### PDN straps and rails, run 1

Pins as bars on the die edge. Tap cells in gray.
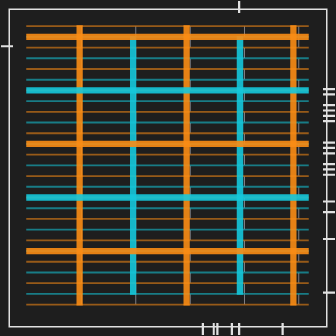
### Cell classes on the final placement, run 1

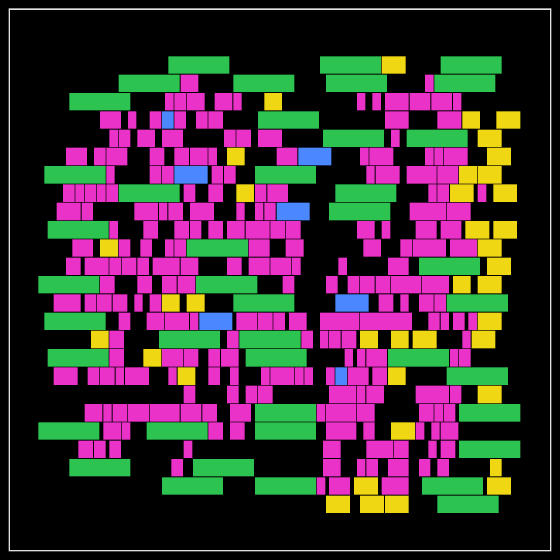
### Routed clock nets over the placement, run 1

Scale bar: 20 um.
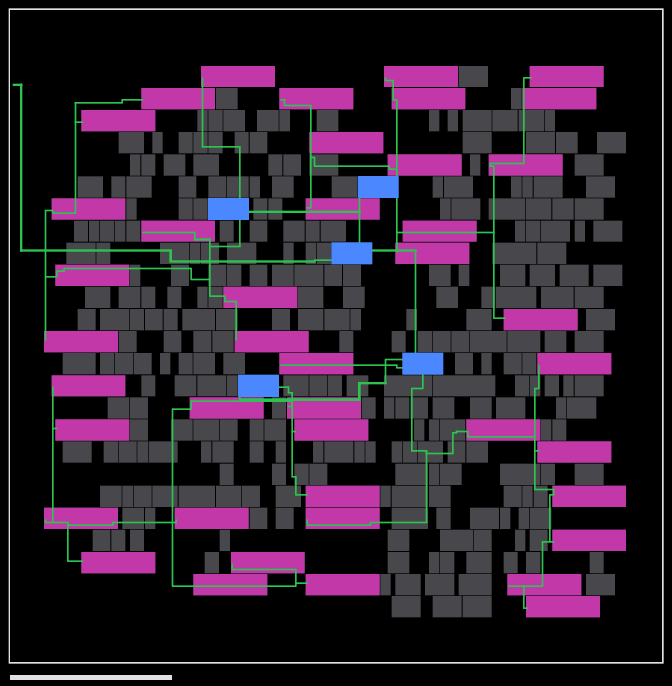
### Wiring by layer, run 1

Scale bar: 20 um.
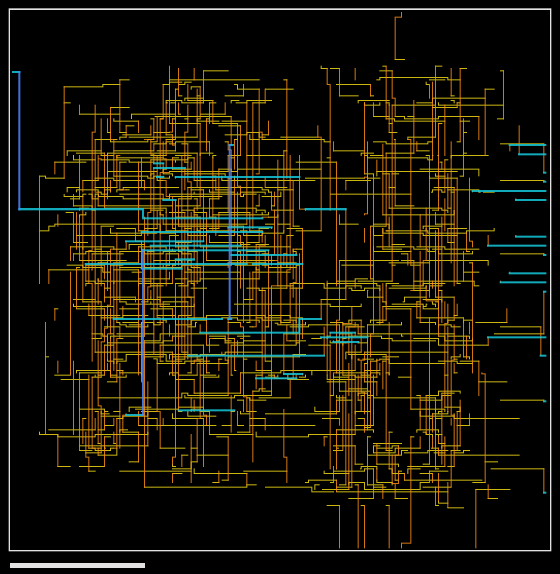
File: config.mk
export PLATFORM = sky130hd
export DESIGN_NAME = token_move_scheduler
export DESIGN_NICKNAME = d
export VERILOG_FILES = /design/src/rtl/token_move_scheduler.sv
export SDC_FILE = /design/constraint.sdc
export NUM_CORES = 1
export LEC_CHECK = 0
export ABC_CLOCK_PERIOD_IN_PS = 2800
export CORE_MARGIN = 4
export CORE_UTILIZATION = 50
export CTS_CLUSTER_DIAMETER = 80
export DETAILED_ROUTE_END_ITERATION = 8
export PLACE_DENSITY = 0.71
export SYNTH_ARGS = -nofsm -noshare
export SYNTH_HDL_FRONTEND = slang
export SYNTH_SLANG_ARGS = --single-unit
File: constraint.sdc
create_clock -name clk -period 2.8 [get_ports clk]
set_clock_uncertainty 0.15 [all_clocks]
set_input_delay 0.28 -clock clk [delete_from_list [all_inputs] [get_ports clk]]
set_output_delay 0.28 -clock clk [all_outputs]
set_load 0.01 [all_outputs]
File: src/rtl/token_move_scheduler.sv
// Race-board token sequencer: takes a legal dice roll, hops the active player's
// token one tile per STEP_CYCLES, clamps at the finish tile, alternates turns, latches the winner.
module token_move_scheduler #(
    parameter int          STEP_CYCLES = 12_500_000,
    parameter logic [3:0]  LAST_TILE   = 4'd9
) (
    input  logic       clk,
    input  logic       rst_n,
    input  logic       game_reset,
    input  logic       start,
    input  logic [2:0] dice_value,
    output logic       busy,
    output logic       done,
    output logic       cur_player,
    output logic [3:0] p0_tile,
    output logic [3:0] p1_tile,
    output logic [3:0] anim_tile_idx,
    output logic       winner_valid,
    output logic       winner
);

    localparam logic [23:0] STEP_LAST = 24'(STEP_CYCLES - 1);

    typedef enum logic [1:0] {
        IDLE = 2'd0,
        MOVE = 2'd1,
        DONE = 2'd2,
        WIN  = 2'd3
    } state_t;

    state_t      state_q;
    logic [23:0] timer_q;
    logic [2:0]  steps_q;
    logic [3:0]  p0_q;
    logic [3:0]  p1_q;
    logic        cur_q;
    logic        busy_q;
    logic        done_q;
    logic        wv_q;
    logic        win_q;

    logic [3:0]  active_tile_d;
    logic [3:0]  next_tile_d;
    logic        dice_ok_d;
    logic        at_finish_d;

    always_comb begin
        active_tile_d = cur_q ? p1_q : p0_q;
        next_tile_d   = active_tile_d + 4'd1;
        at_finish_d   = (active_tile_d == LAST_TILE);
        dice_ok_d     = (dice_value != 3'd0) && (dice_value != 3'd7);
    end

    always_ff @(posedge clk or negedge rst_n) begin
        if (!rst_n) begin
            state_q <= IDLE;
            timer_q <= 24'd0;
            steps_q <= 3'd0;
            p0_q    <= 4'd0;
            p1_q    <= 4'd0;
            cur_q   <= 1'b0;
            busy_q  <= 1'b0;
            done_q  <= 1'b0;
            wv_q    <= 1'b0;
            win_q   <= 1'b0;
        end else if (game_reset) begin
            state_q <= IDLE;
            timer_q <= 24'd0;
            steps_q <= 3'd0;
            p0_q    <= 4'd0;
            p1_q    <= 4'd0;
            cur_q   <= 1'b0;
            busy_q  <= 1'b0;
            done_q  <= 1'b0;
            wv_q    <= 1'b0;
            win_q   <= 1'b0;
        end else begin
            done_q <= 1'b0;
            case (state_q)
                IDLE: begin
                    if (start && dice_ok_d) begin
                        steps_q <= dice_value;
                        timer_q <= 24'd0;
                        busy_q  <= 1'b1;
                        state_q <= MOVE;
                    end
                end
                MOVE: begin
                    // Reaching the finish discards leftover steps, which is the overshoot clamp.
                    if (steps_q == 3'd0 || at_finish_d) begin
                        done_q  <= 1'b1;
                        state_q <= DONE;
                    end else if (timer_q == STEP_LAST) begin
                        if (cur_q) p1_q <= next_tile_d;
                        else       p0_q <= next_tile_d;
                        steps_q <= steps_q - 3'd1;
                        timer_q <= 24'd0;
                    end else begin
                        timer_q <= timer_q + 24'd1;
                    end
                end
                DONE: begin
                    busy_q <= 1'b0;
                    if (at_finish_d) begin
                        wv_q    <= 1'b1;
                        win_q   <= cur_q;
                        state_q <= WIN;
                    end else begin
                        cur_q   <= ~cur_q;
                        state_q <= IDLE;
                    end
                end
                WIN: begin
                    state_q <= WIN;
                end
                default: state_q <= IDLE;
            endcase
        end
    end

    assign busy          = busy_q;
    assign done          = done_q;
    assign cur_player    = cur_q;
    assign p0_tile       = p0_q;
    assign p1_tile       = p1_q;
    assign anim_tile_idx = active_tile_d;
    assign winner_valid  = wv_q;
    assign winner        = win_q;

endmodule

==> run_results.csv, run 1 <==
group,metric,value,unit
outcome,status,"finished, violations left",
outcome,violations,"negative hold slack",
job,warning_count,29,
cells_and_area,comb_share,46.8,%
critical_path,r2r_end,"timer_q[11]",
final_timing,fin_tns_setup,0,ps
floorplan,dieArea,6440,um^2
clocking,cts_resized,0,
grt,overflow,0,
logic_synthesis,syn_area,2610,um^2
final_timing,worstMarginPinSlew,960,ps
job,cap_violations,0,
critical_path,endpoint,"timer_q[11]",
clocking,clk_pin_slew,80,ps
route,drt_iter0_drc,130,
clocking,cts_sinks,42,
power,power_frac_seq,51.2,%
cells_and_area,area_delta_synth_final,16.8,%
clocking,clock_path_buffers,2,
cells_and_area,n_all_buffers,38,
logic_synthesis,synth.avg_cell_area,9.19,um^2
clocking,cts_tree,"done",
power,comb_power_share,18.2,%
cells_and_area,fin_nets,328,
critical_path,cp-start-kind,"register",
floorplan,fp-row-count,26,
logic_synthesis,async_flop_share,100,%
floorplan,core_area,5070,um^2
hold_path,hold_path.class,"in -> async",
critical_path,cp-startpoint,"cur_player",
route,wl,5.99,mm
logic_synthesis,synth_warnings,0,
critical_path,cp_max_fo,9,
floorplan,die_h,80.3,um
logic_synthesis,ys_types,58,
power,switching_share,28.9,%
critical_path,worstPathRequired,2870,ps
logic_synthesis,synth_flops,42,
cells_and_area,comb_area,1430,um^2
cells_and_area,seq_area_share,34.5,%
final_timing,whs,-18.0,ps
cells_and_area,nMultiInputCombCells,211,
cells_and_area,fill_cells,453,
final_timing,min_period,2710,ps
grt,antenna_found_initial,0,
critical_path,criticalPathCategory,"reg -> reg",
cells_and_area,clk_share,2.59,%
critical_path,critPathCaptureType,"register",
logic_synthesis,ys_cells,284,
logic_synthesis,yosys_most_used_dff,"dfrtp_1",
critical_path,reg2reg_depth,9,
grt,grt_pass1_vias,2183,
cells_and_area,antennaDiodeCount,0,
grt,grtUsageTotal,20.2,%
placed_design,place_congestion,0.883,
route,via_per_inst,5.94,
final_timing,hold_viol,42,
placed_design,place_hpwl,4.29,mm
floorplan,tap_cells,70,
grt,grt_start_max_net_pins,43,
grt,grt_pass1_wl,10.3,mm
logic_synthesis,yosys_area,2610,um^2
logic_synthesis,netlist_instances,284,
cells_and_area,drive_gt1_share,11.7,%
logic_synthesis,ys_top_cells_by_area,"dfrtp_1 40%, mux2i_1 4.6%, nor2_1 3.3%, a21oi_1 3.1%, a22o_1 2.7%",
clocking,cts_buffers,5,
power,pwr-share-clk,30.6,%
route,num_vias,2294,
critical_path,timing.rr.start,"cur_player",
clocking,clk_latency,290,ps
logic_synthesis,edf_count,0,
clocking,hold_buffers,0,
final_timing,setup_viol,0,
logic_synthesis,syn_nets,296,
final_timing,max_clock_freq,369,MHz
power,p_int,0.882,mW
Notes on 'PDN straps and rails' above:
VDD -> cyan
VSS -> orange
rows = 26
met1 rails = 27
met5 straps = 5
tap cells = 70
signal pins = 24

Notes on 'Cell classes on the final placement' above:
all other logic -> magenta  # cells 229, share of their area 50%
other buffers and delay cells -> yellow  # cells 38, share of their area 11%
clock drivers and dummy loads -> blue  # cells 7, share of their area 2.7%
flip-flops -> green  # cells 42, share of their area 35%

Notes on 'Routed clock nets over the placement' above:
cells driving clock nets -> blue  # count 5
flip-flops -> magenta  # count 42
clock wires -> green  # length 595 um
flops lie = all over the die
routed clock nets = 6

Notes on 'Wiring by layer' above:
met4 -> blue  # wire length 70.7 um
met2 -> orange  # wire length 2940 um
met3 -> cyan  # wire length 339 um
met1 -> yellow  # wire length 2640 um

==> run 1: placed cells by master, fill, tap and decap left out, types with 3 or more instances in the layout <==
cell	count
dfrtp_1	42
nand3_1	14
o21ai_0	12
nor3b_1	3
or4_1	6
inv_1	18
nor4_1	9
and3_1	5
mux2i_1	12
a21o_1	3
nand4_1	11
clkbuf_8	5
and4_1	4
buf_4	15
a22oi_1	3
o21bai_1	3
a21oi_1	16
nor2_1	23
nor3_1	11
nand2_1	14
a22o_1	8
xnor2_1	3
or3_1	5
nor2b_1	4
ha_1	4
clkdlybuf4s50_1	22
==> run 1: power by group through the flow <==
stage               clock, mW  sequential (mW)  combinational [mW]
global route            0.421            0.638               0.251
global placement            0            0.646               0.218
detailed placement          0            0.647               0.220
CTS                     0.389            0.635               0.221
floorplan                   0            0.646               0.141
finish                  0.380            0.635               0.226
==> run 1: critical path, cell delays in order, from the launching register on <==
cell	delay (ps)
dfrtp_1	380
mux2i_1	240
inv_1	110
ha_2	220
and4bb_2	260
nor4_4	390
nor3_4	100
buf_4	180
or4_1	520
o21ai_1	100
==> run 1: stage by stage <==
step                util (%)  instance area (um^2)  cells  setup slack (ps)
floorplan                  -                  2610    284               157
global placement        57.9                  2940    376               150
global route            60.1                  3050    386             -47.3
finish                  60.1                  3050    386              87.8
detailed placement      57.9                  2940    376              81.4
CTS                     59.5                  3020    383              54.5
==> run 1: logic make-up (layout without fill, tap and decap cells) <==
logic type	after synthesis	count (layout)	synth area share, %
simple gates	127	127	29.4
compound gates	61	61	15.7
mux	14	14	5.46
buf+inv	31	63	5.46
fa+ha+maj	5	5	2.40
xor+xnor	4	4	1.34
flops	42	42	40.2
==> run 1: metal layers <==
metal	GRT usage, %	part of all wire, %
met3	4.26	5.7
met5	0	0
met4	5.24	1.2
met1	26.1	44
met2	34.3	49
### Routing congestion, run 1

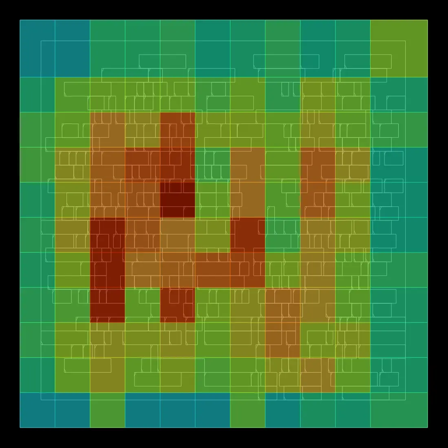

## Run 2: what changed since run 1
--- a/config.mk
+++ b/config.mk
@@ -6,4 +6,5 @@
 export NUM_CORES = 1
 export LEC_CHECK = 0
+export ABC_AREA = 1
 export ABC_CLOCK_PERIOD_IN_PS = 2800
 export CORE_MARGIN = 4
@@ -11,5 +12,6 @@
 export CTS_CLUSTER_DIAMETER = 80
 export DETAILED_ROUTE_END_ITERATION = 8
-export PLACE_DENSITY = 0.71
+export PLACE_DENSITY = 0.7
+export SLEW_MARGIN = 20
 export SYNTH_ARGS = -nofsm -noshare
 export SYNTH_HDL_FRONTEND = slang
--- a/constraint.sdc
+++ b/constraint.sdc
@@ -3,3 +3,3 @@
 set_input_delay 0.28 -clock clk [delete_from_list [all_inputs] [get_ports clk]]
 set_output_delay 0.28 -clock clk [all_outputs]
-set_load 0.01 [all_outputs]
+set_load 0.1 [all_outputs]
### Routing congestion, run 2

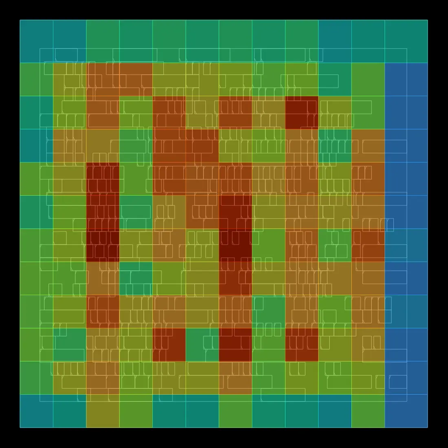
GR Util met3: 2.91%
WL per Instance: 13.0 um
GR Util All Layers: 20.9%
routing usage on met2: 37.5%

==> run_results.csv, run 2 <==
group,metric,value,unit
critical_path,worstPathRequired,2850,ps
floorplan,die_h,84.8,um
cells_and_area,final_area,3300,um^2
final_timing,whs,354,ps
route,num_vias,2801,
cells_and_area,fin_nets,483,
clocking,cts_sinks,42,
cells_and_area,final_cell_mix,"144 x nand2_1, 57 x inv_1, 52 x nand3_1",
placed_design,place_hpwl,5.36,mm
critical_path,r2r_end,"timer_q[12]",
clocking,clock_path_buffers,2,
route,via_per_inst,5.15,
critical_path,worstPathCellList,"inv_2 -> nand2_1 -> nand2_2 -> inv_1 -> ha_1 -> nand3_4 -> nand2_4 -> a21oi_4 -> o21ai_1 -> nand2_1 -> inv_1",
logic_synthesis,netlist_instances,446,
clocking,cts_tree,"done",
critical_path,cp_top_family,"AND-OR/OR-AND gates",
route,wl,7.09,mm
floorplan,fp-row-count,27,
final_timing,setup_viol,0,
logic_synthesis,async_flop_share,100,%
hold_path,hold_path.class,"reg -> reg",
logic_synthesis,ys_top_cells_by_area,"dfrtp_1 36%, nand2_1 19%, nand3_1 8.8%, inv_1 7.3%, nor2_1 6.5%",
logic_synthesis,synth_warnings,0,
route,drt_iter0_drc,192,
critical_path,timing.rr.start,"cur_player",
job,cap_violations,0,
cells_and_area,area_delta_synth_final,11.9,%
placed_design,place_area,3180,um^2
outcome,status,"finished clean",
placed_design,place_congestion,0.894,
clocking,clk_pin_slew,80,ps
logic_synthesis,syn_area,2950,um^2
critical_path,cp_max_fo,20,
clocking,cts_buffers,5,
grt,overflow,0,
cells_and_area,utilization,58.9,%
grt,grt_start_max_net_pins,31,
logic_synthesis,synth_flops,42,
floorplan,core_area,5610,um^2
logic_synthesis,yosys_most_used_dff,"dfrtp_1",
final_timing,max_clock_freq,448,MHz
logic_synthesis,yosys_area,2950,um^2
logic_synthesis,edf_count,0,
critical_path,critPathCaptureType,"register",
critical_path,cp-start-kind,"register",
floorplan,dieArea,7190,um^2
job,warning_count,28,
clocking,clk_latency,300,ps
final_timing,worstMarginPinSlew,671,ps
cells_and_area,mostFrequentLayoutCell,"nand2_1",
critical_path,critPathMaxStageDelay,470,ps
critical_path,critPathBufInv,3,
final_timing,min_period,2230,ps
cells_and_area,antennaDiodeCount,0,
final_timing,fin_tns_setup,0,ps
critical_path,criticalPathCategory,"reg -> reg",
### PDN straps and rails, run 2

Pins as bars on the die edge. Tap cells in gray.
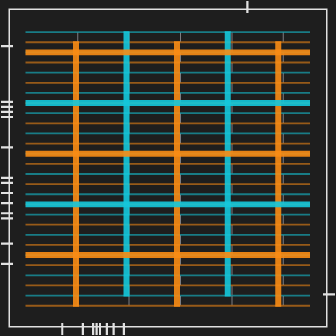
VSS -> orange
VDD -> cyan
rows = 27
tap cells = 72
signal pins = 24
met5 straps = 5

## run 2: per-stage QoR
stage	setup WS, ps	std cells	power (mW)
after detailed placement	484	535	2.31
after global routing	355	544	2.96
after CTS	558	544	2.81
after floorplan	79.2	446	2.03
final	570	544	2.78
after global placement	542	535	2.30
## run 2: timing repair
action	4_1_cts	5_1_grt
hold endpoints to repair	29	0
resized	0	0
hold buffers	1	0
## run 2: layout make-up
type | count | area [um^2]
well taps | 72 | 90.1
clock buffers | 6 | 72.6
fillers | 536 | 2310
multi-input cells | 330 | 1590
flip-flops and latches | 42 | 1050
inverters | 65 | 245
clock inverters | 2 | 37.5
repair buffers | 27 | 215
## run 2: cells by family (layout without fill, tap and decap cells)
group	count (synthesis)	in the layout	synth area share [%]
flip-flops	42	42	35.6
XOR/XNOR	2	2	0.594
AND-OR/OR-AND	33	33	6.87
adder cells (fa/ha/maj)	5	5	2.12
AND/OR/NAND/NOR	290	290	44.1
buffers and inverters	74	100	10.7
## run 2: worst max path at each step
stage / depth (start not counted) / endpoint / from
2_1_floorplan: 11 / timer_q[5] / p1_tile[0]
3_3_place_gp: 8 / timer_q[12] / game_reset
3_5_place_dp: 8 / timer_q[12] / game_reset
4_1_cts: 11 / timer_q[12] / cur_player
5_1_grt: 11 / timer_q[16] / cur_player
6_report: 11 / timer_q[12] / cur_player
## run 2: layer usage
metal / share of wire [%] / global-route usage [%] / vias up
li1: - / - / 1454
met1: 46 / 26.9 / 1281
met2: 48 / 37.5 / 59
met3: 4.5 / 2.91 / 7
met4: 1.1 / 4.46 / 0
met5: 0 / 0 / -
## run 2: power by group
part	total, mW	leakage (nW)	switching, mW	internal [mW]
registers	0.790	0.573	0.0924	0.697
clock network	0.486	0.0514	0.220	0.266
logic	1.50	1.07	1.18	0.322
Power figures rest on the tool's default switching activity, not on a simulated workload.
